Clock wiring as the flow saved it:
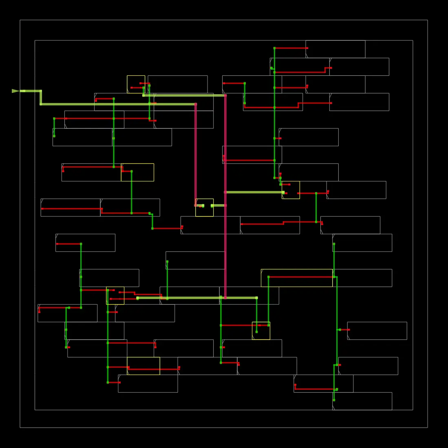
Routed metal per tile:
(6 px per um) The die is cut into 13 by 13 equal tiles; black is low, pale yellow is high, scaled to the fullest tile. Values are wire area over tile area, all layers added.
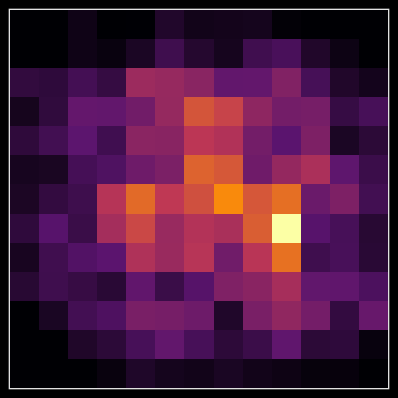
Sequential cells coloured by netlist name:
(6 px per um) Other sequential cells in the stronger grey, the rest of the logic in the fainter grey.
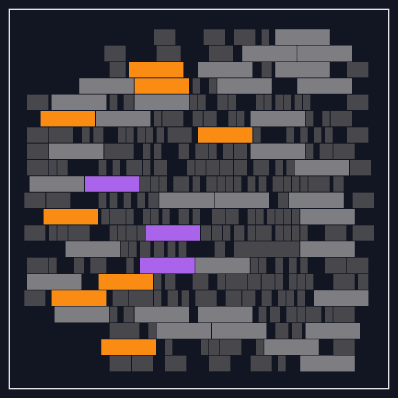
Cells by drive strength:
(8 px per um)
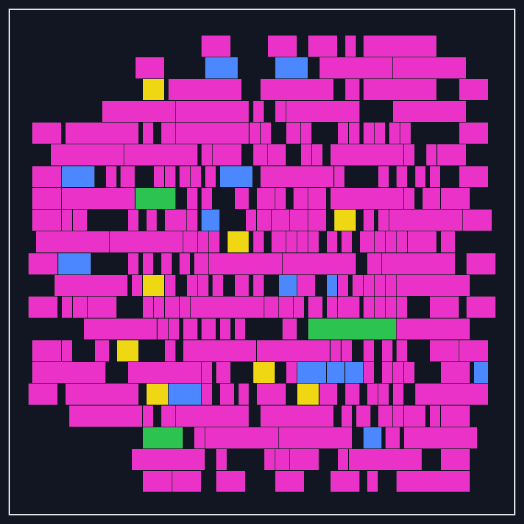
**src/rtl/interrupt_controller.sv**
```systemverilog
// Request side of the CPU interrupt handshake: edge-captures peripheral and NMI requests,
// prioritises maskable lines, drives INT/NMI and tracks in-service state until EOI.
module interrupt_controller #(
    parameter int unsigned NUM_IRQ = 8,
    parameter int unsigned VEC_W   = 3
) (
    input  logic               Clk,
    input  logic               Rst_n,
    input  logic [NUM_IRQ-1:0] IRQ,
    input  logic               NMI_Src,
    input  logic               MaskWrite,
    input  logic [NUM_IRQ-1:0] MaskData,
    input  logic               INTD,
    input  logic               isInterrupted,
    input  logic               INA,
    input  logic               EOI,
    output logic               INT,
    output logic               NMI,
    output logic [VEC_W-1:0]   Vector,
    output logic [NUM_IRQ-1:0] InService,
    output logic               NMIActive
);

    typedef enum logic [2:0] {
        StIdle,
        StIntReq,
        StNmiReq,
        StIntSvc,
        StNmiSvc
    } state_e;

    state_e               state_q, state_d;
    logic [NUM_IRQ-1:0]   mask_q;
    logic [NUM_IRQ-1:0]   pending_q, pending_d;
    logic                 nmi_pend_q, nmi_pend_d;
    logic [NUM_IRQ-1:0]   irq_prev_q;
    logic                 nmi_src_prev_q;
    logic                 ack_prev_q;
    logic                 int_q, int_d;
    logic                 nmi_q, nmi_d;
    logic [VEC_W-1:0]     vector_q, vector_d;
    logic [NUM_IRQ-1:0]   in_service_q, in_service_d;
    logic                 nmi_active_q, nmi_active_d;

    logic [NUM_IRQ-1:0]   irq_rise;
    logic                 nmi_rise;
    logic                 ack;
    logic [NUM_IRQ-1:0]   eligible;
    logic                 any_eligible;
    logic [VEC_W-1:0]     winner;
    logic [NUM_IRQ-1:0]   vec_onehot;
    logic [NUM_IRQ-1:0]   pend_clr;
    logic                 npend_clr;

    assign irq_rise     = IRQ & ~irq_prev_q;
    assign nmi_rise     = NMI_Src & ~nmi_src_prev_q;
    assign ack          = isInterrupted & ~ack_prev_q;
    assign eligible     = pending_q & mask_q;
    assign any_eligible = |eligible;
    assign vec_onehot   = NUM_IRQ'(1) << vector_q;

    // Scan from the top so the lowest set index is the one left standing.
    always_comb begin
        winner = '0;
        for (int i = NUM_IRQ - 1; i >= 0; i--) begin
            if (eligible[i]) begin
                winner = VEC_W'(i);
            end
        end
    end

    always_comb begin
        state_d      = state_q;
        pend_clr     = '0;
        npend_clr    = 1'b0;
        int_d        = 1'b0;
        vector_d     = vector_q;
        in_service_d = in_service_q;
        nmi_active_d = nmi_active_q;

        case (state_q)
            StIdle: begin
                if (nmi_pend_q) begin
                    state_d = StNmiReq;
                end else if (any_eligible && !INTD) begin
                    state_d  = StIntReq;
                    vector_d = winner;
                    int_d    = 1'b1;
                end
            end
            StIntReq: begin
                if (ack && INA) begin
                    state_d      = StIntSvc;
                    pend_clr     = vec_onehot;
                    in_service_d = vec_onehot;
                end else if (ack) begin
                    // The CPU took the NMI instead; the maskable line stays pending.
                    state_d      = StNmiSvc;
                    npend_clr    = 1'b1;
                    nmi_active_d = 1'b1;
                end else if (INTD || !mask_q[vector_q]) begin
                    state_d = StIdle;
                end else begin
                    int_d = 1'b1;
                end
            end
            StNmiReq: begin
                if (ack) begin
                    state_d      = StNmiSvc;
                    npend_clr    = 1'b1;
                    nmi_active_d = 1'b1;
                end
            end
            StIntSvc: begin
                if (ack && !INA) begin
                    state_d      = StNmiSvc;
                    npend_clr    = 1'b1;
                    nmi_active_d = 1'b1;
                end else if (EOI) begin
                    state_d      = StIdle;
                    in_service_d = '0;
                end
            end
            StNmiSvc: begin
                if (EOI) begin
                    nmi_active_d = 1'b0;
                    state_d      = (|in_service_q) ? StIntSvc : StIdle;
                end
            end
            default: begin
                state_d = StIdle;
            end
        endcase

        // NMI follows the pending flag everywhere except around the NMI handler itself.
        nmi_d      = (state_q != StNmiSvc && state_d != StNmiSvc) ? nmi_pend_q : 1'b0;
        pending_d  = (pending_q & ~pend_clr) | irq_rise;
        nmi_pend_d = (nmi_pend_q & ~npend_clr) | nmi_rise;
    end

    always_ff @(posedge Clk or negedge Rst_n) begin
        if (!Rst_n) begin
            state_q        <= StIdle;
            mask_q         <= '0;
            pending_q      <= '0;
            nmi_pend_q     <= 1'b0;
            irq_prev_q     <= '0;
            nmi_src_prev_q <= 1'b0;
            ack_prev_q     <= 1'b0;
            int_q          <= 1'b0;
            nmi_q          <= 1'b0;
            vector_q       <= '0;
            in_service_q   <= '0;
            nmi_active_q   <= 1'b0;
        end else begin
            state_q        <= state_d;
            if (MaskWrite) begin
                mask_q <= MaskData;
            end
            pending_q      <= pending_d;
            nmi_pend_q     <= nmi_pend_d;
            irq_prev_q     <= IRQ;
            nmi_src_prev_q <= NMI_Src;
            ack_prev_q     <= isInterrupted;
            int_q          <= int_d;
            nmi_q          <= nmi_d;
            vector_q       <= vector_d;
            in_service_q   <= in_service_d;
            nmi_active_q   <= nmi_active_d;
        end
    end

    assign INT       = int_q;
    assign NMI       = nmi_q;
    assign Vector    = vector_q;
    assign InService = in_service_q;
    assign NMIActive = nmi_active_q;

endmodule

```
**config.mk**
```make
export PLATFORM = sky130hd
export DESIGN_NAME = interrupt_controller
export DESIGN_NICKNAME = d
export VERILOG_FILES = /design/src/rtl/interrupt_controller.sv
export SDC_FILE = /design/constraint.sdc
export NUM_CORES = 1
export LEC_CHECK = 0
export ABC_AREA = 1
export CORE_MARGIN = 2
export CORE_UTILIZATION = 54
export DETAILED_ROUTE_END_ITERATION = 8
export HOLD_SLACK_MARGIN = 0.15
export PLACE_DENSITY = 0.93
export SLEW_MARGIN = 20
export SYNTH_ARGS = -nofsm -noshare
export SYNTH_HDL_FRONTEND = slang
export SYNTH_SLANG_ARGS = --single-unit
```
**constraint.sdc**
```tcl
create_clock -name Clk -period 2.2 [get_ports Clk]
set_clock_uncertainty 0.05 [all_clocks]
set_input_delay 0.55 -clock Clk [delete_from_list [all_inputs] [get_ports Clk]]
set_output_delay 0.55 -clock Clk [all_outputs]
set_load 0.005 [all_outputs]
```
==> summary.txt <==
Physical design

The synthesized netlist handed to floorplanning was reported with a cell count of ~210. The worst setup path is captured at a primary output. The combinational cell power stands at between 500 and 600 uW. The placer's final routability congestion estimate stands at 0.894.

The deepest clock path buffer count stands at 2. The analysis attributes to net switching a power of 678 uW. TritonCTS built the clock tree.

For this run, the slowest stage of the critical path takes roughly 0.58 ns. The final tally of setup violations stands at 0. Subtracting the final worst setup slack from the clock period gives roughly 2.1 ns.

OpenROAD emitted warnings numbering 26. The total cells reported by yosys after synthesis stands at around 210. The commonest register cell is dfrtp_1.

The number of nets in the synthesized netlist stands at 237. Looking at the power breakdown, the clock network takes about 26% of the total. The flow ran to the end, and the final reports show no timing, DRC or antenna violations. The count of library flops with an enable pin stands at 0. Across the run, the number of max-cap violations was 0. Broken down by cell family, the worst path's largest delay share belongs to flip-flops. The multi-input combinational cells in the finished layout cover a total of between 600 and 700 um2. The vertical die dimension reported for this design is around 63 um. The clock network takes up between 3 and 4% of total cell area after layout. The filler-free cell count of the finished design stands at between 300 and 400. The final clock period utilization by the worst path stands at slightly below 100%. The share of synthesized cell area in and-or and or-and compound cells stands at 6.46%.

The fraction of synthesized cell area in xor and xnor cells stands at 0%.
Notes on 'clock wiring as the flow saved it' above:
number of sinks handled by clock tree synthesis: 44
flip-flops: 44
clock group power: 555 uW

Notes on 'routed metal per tile' above:
The densest ninth of the die: centre. The fullest tile reaches 0.67. The mean over all tiles is 0.15. 8.3% of the tiles are over half the peak. 12% of the tiles are nearly empty.
detailed-route wire length: 3710 um
post-detailed-route wirelength per cell: 12.2 um
GRT Util Overall: 21.9%

Notes on 'sequential cells coloured by netlist name' above:
mask_q: marked orange, flops 8. Vector: marked purple, flops 3.
register area: 1100 um2
fraction of standard cell area that is sequential: 45.9%
power drawn by the sequential cells: 1.03 mW
final core utilization: 71.9%

Notes on 'cells by drive strength' above:
_3 and _4 cells: marked yellow, cells 8, share 3.1%. _6 and larger: marked green, cells 3, share 1.2%. _2 cells: marked blue, cells 14, share 5.4%. _0 and _1 cells: marked magenta, cells 232, share 90%.
count of plain and timing-repair buffers: 40
cell area after layout: 2400 um2
area grow syn2layout: 27.7%

## through the flow
step	instance area, um2	hold WS, ns	worst slack, ns
6_report	2400	0.147	0.0874
5_1_grt	2400	0.169	0.0207
4_1_cts	2400	0.160	0.0833
3_5_place_dp	2300	0.361	0.112
3_3_place_gp	2300	0.352	0.148
2_1_floorplan	1880	0.204	0.822
## per-layer routing
metal	wire [um]	track usage, %	vias up
li1	-	-	771
met1	1690	29.4	701
met2	1720	33.6	60
met3	236	6.31	10
met4	65	8.33	0
met5	0	0	-
## cells in the final DEF, fill, tap and decap left out, types with 3 or more instances in the layout
cell	n
nand2_1	69
dfrtp_1	44
nor2_1	13
buf_4	3
clkdlybuf4s50_1	36
o21ai_0	15
inv_1	25
nor2_2	3
a21oi_1	3
clkbuf_4	5
nand3_1	11
nand4_1	8
mux2_2	6
Power and IR drop assume default switching activity.
